Figure 1. Pin map.
Scale bar: 200 um. Pins as bars across the die edge, other pins in gray.
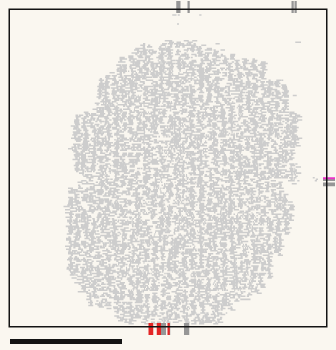
Figure 2. Routed metal per tile.
28 x 28 tiles, from white (low) to dark blue (high), scaled to the fullest tile. Values are wire area over tile area, all layers added.
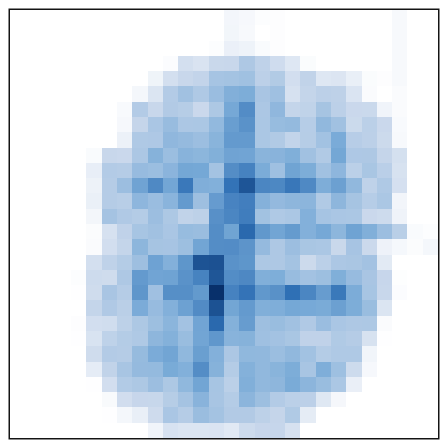
Figure 3. Clock wiring as the flow saved it.
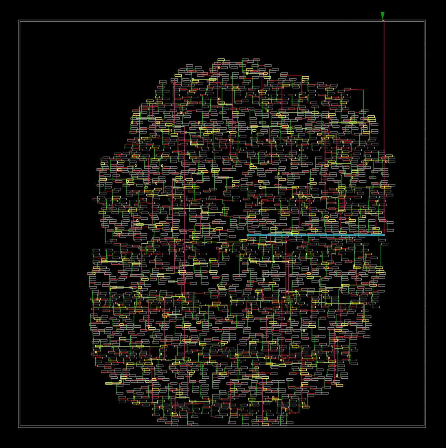
Figure 4. A small window of the routed layout.
Scale bar: 5 um. Region (273, 386) to (293, 406) um. Cells in gray, sequential cells in the stronger gray; small squares are vias.
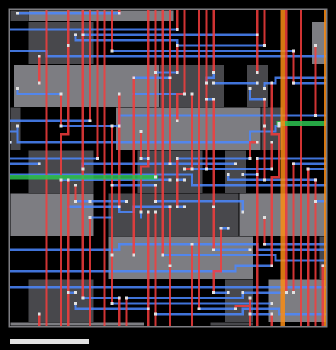
File: src/rtl/apb_pkg.sv
// rtl/apb_pkg.sv - shared APB widths and slave FSM state type
package apb_pkg;

    localparam int APB_ADDR_W = 8;
    localparam int APB_DATA_W = 8;

    typedef enum logic [1:0] {
        SLV_IDLE   = 2'd0,
        SLV_SETUP  = 2'd1,
        SLV_ACCESS = 2'd2
    } apb_slv_state_t;

endpackage

File: src/rtl/apb_mem_slave_if.sv
// rtl/apb_mem_slave_if.sv - APB bus bundle between master and memory slave
// Signals: psel, penable, pwrite, paddr, pw_data (master -> slave);
//          pready, pr_data, and pslverr when APB_SLVERR_EN is defined (slave -> master).
interface apb_mem_slave_if;
    import apb_pkg::*;

    logic                  psel;
    logic                  penable;
    logic                  pwrite;
    logic [APB_ADDR_W-1:0] paddr;
    logic [APB_DATA_W-1:0] pw_data;
    logic                  pready;
    logic [APB_DATA_W-1:0] pr_data;
`ifdef APB_SLVERR_EN
    logic                  pslverr;

    modport master (
        output psel, penable, pwrite, paddr, pw_data,
        input  pready, pr_data, pslverr
    );

    modport slave (
        input  psel, penable, pwrite, paddr, pw_data,
        output pready, pr_data, pslverr
    );
`else
    modport master (
        output psel, penable, pwrite, paddr, pw_data,
        input  pready, pr_data
    );

    modport slave (
        input  psel, penable, pwrite, paddr, pw_data,
        output pready, pr_data
    );
`endif

endinterface

File: src/rtl/apb_slave_ram.sv
// rtl/apb_slave_ram.sv - DEPTH x 8 storage, one write port, one combinational read port
// Ports: pclk, presetn (async clear of all locations), we/waddr/wdata (write),
//        raddr/rdata (combinational read).
module apb_slave_ram
    import apb_pkg::*;
#(
    parameter int DEPTH = 256,
    localparam int AW   = $clog2(DEPTH)
) (
    input  logic                  pclk,
    input  logic                  presetn,
    input  logic                  we,
    input  logic [AW-1:0]         waddr,
    input  logic [APB_DATA_W-1:0] wdata,
    input  logic [AW-1:0]         raddr,
    output logic [APB_DATA_W-1:0] rdata
);

    logic [APB_DATA_W-1:0] mem [DEPTH];

    always_ff @(posedge pclk or negedge presetn) begin
        if (!presetn) begin
            for (int i = 0; i < DEPTH; i++) begin
                mem[i] <= '0;
            end
        end else if (we) begin
            mem[waddr] <= wdata;
        end
    end

    assign rdata = mem[raddr];

endmodule

File: src/rtl/apb_mem_slave.sv
// rtl/apb_mem_slave.sv - APB byte-memory slave with programmable wait states
// Ports: pclk, presetn (async active-low), bus (apb_mem_slave_if.slave:
//        psel, penable, pwrite, paddr, pw_data, pready, pr_data[, pslverr]).
// Optional: APB_SLVERR_EN adds pslverr and rejects addresses >= DEPTH.
module apb_mem_slave
    import apb_pkg::*;
#(
    parameter int DEPTH       = 256,
    parameter int WAIT_CYCLES = 2
) (
    input  logic             pclk,
    input  logic             presetn,
    apb_mem_slave_if.slave   bus
);

    localparam int AW = $clog2(DEPTH);

    apb_slv_state_t        state;
    logic [3:0]            wait_cnt;
    logic [APB_ADDR_W-1:0] addr_q;
    logic                  write_q;
    logic [APB_DATA_W-1:0] data_q;

    logic                  pready_int;
    logic                  complete;
    logic                  in_range;
    logic                  ram_we;
    logic [APB_DATA_W-1:0] ram_rdata;

    always_ff @(posedge pclk or negedge presetn) begin
        if (!presetn) begin
            state    <= SLV_IDLE;
            wait_cnt <= '0;
            addr_q   <= '0;
            write_q  <= 1'b0;
            data_q   <= '0;
        end else begin
            case (state)
                SLV_IDLE: begin
                    // An access phase with no preceding setup is not a transfer.
                    if (bus.psel && !bus.penable) begin
                        state <= SLV_SETUP;
                    end
                end
                SLV_SETUP: begin
                    if (!bus.psel) begin
                        state <= SLV_IDLE;
                    end else begin
                        addr_q   <= bus.paddr;
                        write_q  <= bus.pwrite;
                        data_q   <= bus.pw_data;
                        wait_cnt <= 4'(WAIT_CYCLES);
                        state    <= SLV_ACCESS;
                    end
                end
                SLV_ACCESS: begin
                    if (!bus.psel) begin
                        state <= SLV_IDLE;
                    end else if (wait_cnt != 4'd0) begin
                        wait_cnt <= wait_cnt - 4'd1;
                    end else if (bus.penable) begin
                        state <= SLV_IDLE;
                    end
                end
                default: state <= SLV_IDLE;
            endcase
        end
    end

    assign pready_int = (state == SLV_ACCESS) && (wait_cnt == 4'd0);
    assign complete   = pready_int && bus.psel && bus.penable;

`ifdef APB_SLVERR_EN
    assign in_range    = (int'(addr_q) < DEPTH);
    assign bus.pslverr = pready_int && !in_range;
`else
    // Upper address bits are dropped by the RAM index, so every address wraps.
    assign in_range    = 1'b1;
`endif

    assign ram_we = complete && write_q && in_range;

    apb_slave_ram #(
        .DEPTH (DEPTH)
    ) u_ram (
        .pclk    (pclk),
        .presetn (presetn),
        .we      (ram_we),
        .waddr   (addr_q[AW-1:0]),
        .wdata   (data_q),
        .raddr   (addr_q[AW-1:0]),
        .rdata   (ram_rdata)
    );

    assign bus.pready  = pready_int;
    assign bus.pr_data = (pready_int && !write_q && in_range) ? ram_rdata : '0;

endmodule

File: src/flat_wrapper.sv
// flat-port wrapper written by rule: the top's interface ports become plain ports
module apb_mem_slave_flat import apb_pkg::*;
#(
    parameter int DEPTH       = 256,
    parameter int WAIT_CYCLES = 2
)
  (pclk, presetn, bus_psel, bus_penable, bus_pwrite, bus_paddr, bus_pw_data, bus_pready, bus_pr_data);
  apb_mem_slave_if bus_i ();
  input  logic pclk;
  input  logic presetn;
  input wire logic [$bits(bus_i.psel)-1:0] bus_psel;
  input wire logic [$bits(bus_i.penable)-1:0] bus_penable;
  input wire logic [$bits(bus_i.pwrite)-1:0] bus_pwrite;
  input wire logic [$bits(bus_i.paddr)-1:0] bus_paddr;
  input wire logic [$bits(bus_i.pw_data)-1:0] bus_pw_data;
  output wire logic [$bits(bus_i.pready)-1:0] bus_pready;
  output wire logic [$bits(bus_i.pr_data)-1:0] bus_pr_data;
  assign bus_i.psel = bus_psel;
  assign bus_i.penable = bus_penable;
  assign bus_i.pwrite = bus_pwrite;
  assign bus_i.paddr = bus_paddr;
  assign bus_i.pw_data = bus_pw_data;
  assign bus_pready = bus_i.pready;
  assign bus_pr_data = bus_i.pr_data;
  apb_mem_slave #(.DEPTH(DEPTH), .WAIT_CYCLES(WAIT_CYCLES)) u_core (.pclk(pclk), .presetn(presetn), .bus(bus_i));
endmodule
File: config.mk
export PLATFORM = sky130hd
export DESIGN_NAME = apb_mem_slave_flat
export DESIGN_NICKNAME = d
export VERILOG_FILES = /design/src/rtl/apb_pkg.sv /design/src/rtl/apb_mem_slave_if.sv /design/src/rtl/apb_slave_ram.sv /design/src/rtl/apb_mem_slave.sv /design/src/flat_wrapper.sv
export SDC_FILE = /design/constraint.sdc
export NUM_CORES = 2
export LEC_CHECK = 0
export CORE_MARGIN = 2
export CORE_UTILIZATION = 30
export CTS_CLUSTER_DIAMETER = 200
export DETAILED_ROUTE_END_ITERATION = 8
export SYNTH_ARGS = -nofsm -noshare
export SYNTH_HDL_FRONTEND = slang
export SYNTH_SLANG_ARGS = --single-unit
File: constraint.sdc
create_clock -name pclk -period 4.8 [get_ports pclk]
set_input_delay 0.96 -clock pclk [delete_from_list [all_inputs] [get_ports pclk]]
set_output_delay 0.96 -clock pclk [all_outputs]
set_load 0.05 [all_outputs]
==> flow_metrics.py <==
# Physical implementation metrics
metrics = {
    "global_route": {
        "antenna_found_initial": 5,
        "grt_util_met2_pct": 27.4,
        "grt_use_met1_pct": 22.9,
        "grt_pass1_wl_mm": 407,
    },
    "cells_and_area": {
        "largestRegisters": "u_core.u_ram.mem (2048), u_core.addr_q (8), u_core.data_q (8)",
        "fill_cells": 29400,
        "design_area_um2": 111000,
        "layout_top_cell": "dfrtp_1",
        "numSequentialCells": 2071,
        "dominant-cell-class": "flip-flops and latches",
        "nets": 6409,
        "regMostFlops": "u_core.u_ram.mem",
        "clkbuf_count": 312,
        "largest_register_ffs": 2048,
        "final_util_pct": 35.5,
        "area_growth_pct": 17.9,
        "bufAreaShareNonClock_pct": 4.68,
        "layout-drive-gt1-share_pct": 52.9,
    },
    "synthesis": {
        "synthTopLogicFamily": "multiplexers",
        "post-synth-top-count-cell": "dfrtp_1",
        "ys_seq_share_pct": 54.9,
        "ys_cells": 6178,
        "top_cells_by_count": "dfrtp_1, mux2_2, mux4_2",
        "ys_types": 56,
        "yosys-stat-area_um2": 94400,
        "ys_sh_simple_pct": 3.18,
        "avgSynthCellArea_um2": 15.3,
        "postSynthCellCount": 6178,
        "flop_cell": "dfrtp_1",
        "ys_warn_count": 0,
        "async_reset_ff_share_pct": 100,
    },
    "pwr": {
        "netSwitchingFraction_pct": 30.2,
        "internal-power_mw": 30.5,
        "top_power_group": "sequential cells",
        "powerComb_mw": 8.38,
        "p_leak_nw": 53.0,
        "p_comb_share_pct": 19.2,
        "seq_power_share_pct": 41.0,
        "powerSeq_mw": 17.9,
    },
    "drt": {
        "dr.pass1.iters": 8,
        "drt_first_iter_violations": 4299,
        "avgViaCountPerCell": 5.23,
        "route.vias.total": 56200,
    },
    "sta": {
        "finalWorstSetupSlack_ns": -0.680,
        "worstMarginPinSlew_ns": 1.30,
        "max_freq_mhz": 182,
        "slew_violations": 0,
        "finalClockSkew_ns": 0.0599,
        "setup_viol": 8,
        "tns_ns": -4.22,
        "period_needed_ns": 5.48,
    },
    "placement": {
        "placed_area_um2": 102000,
        "placedCellCount": 10300,
    },
    "status": {
        "failed_checks": "negative setup slack",
        "status": "complete, but fails checks",
    },
    "worst_setup_path": {
        "critPathMaxFanout": 9,
        "end_kind": "output pin",
        "cp.required_ns": 3.84,
        "r2r_start": "u_core.wait_cnt[0]$_DFFE_PN0P_",
        "arrival_ns": 4.52,
        "r2r_cells": 10,
        "crit_start": "u_core.addr_q[0]$_DFFE_PN0P_",
        "r2r_setup_slack_ns": 0.47,
    },
    "die": {
        "rows": 206,
        "die-area_um2": 319000,
        "coreArea_um2": 314000,
    },
    "clocking": {
        "htree_levels": 4,
        "cts_root_buf": "clkbuf_16",
        "cts_hold_buf": 0,
    },
    "run": {
        "maxCapViolCount": 0,
    },
    "worst_hold_path": {
        "hp-class": "input port to async pin",
    },
}
About Figure 1:
color	port	pins	direction	edge
magenta	bus_pwrite	1	input	right
red	bus_pr_data	8	output	bottom
all pins by edge	18 bottom, 8 top, 4 right
Die Height: 565 um
Buffers on Ports: 29
die width: 565 um

About Figure 2:
mean over tiles	0.14
emptiest ninth of the die	upper left
fullest tile	0.63
final WL: 274 mm
Avg WL per Cell: 25.5 um

About Figure 3:
clk latency late pin: 0.89 ns
# clock sinks: 2071

About Figure 4:
color	layer
blue	metal 1
green	metal 3
orange	metal 4
red	metal 2
netlist names of flops here include	u_core.u_ram.mem (5)
sequential cells in the window	5
most frequent	mux2_2 (5), dfrtp_1 (5), nand2_1 (4)
cells with their middle in the window	16

layer usage:
layer | vias to the layer above | wire [um]
met2 | 1402 | 130000
li1 | 23500 | -
met3 | 435 | 12800
met5 | - | 200
met1 | 30800 | 119000
met4 | 4 | 11300
worst max-delay path, cell delays in order (launching register included):
cell and delay (ns):
dfrtp_4 0.43, buf_12 0.18, buf_16 0.16, buf_16 0.19
buf_12 0.13, nor2b_4 0.17, buf_12 0.15, buf_12 0.12
buf_4 0.17, a22oi_1 0.13, a22oi_1 0.22, o21ai_1 0.10
o21ai_1 0.20, buf_4 0.20, nand4_1 0.54, buf_4 0.37
buf_12 0.14
repair_timing:
action	CTS	global route
pin swaps	40	49
gates resized	175	74
setup endpoints to repair	8	8
setup buffers	30	36
cloned	17	2
Power figures rest on the tool's default switching activity, not on a simulated workload.
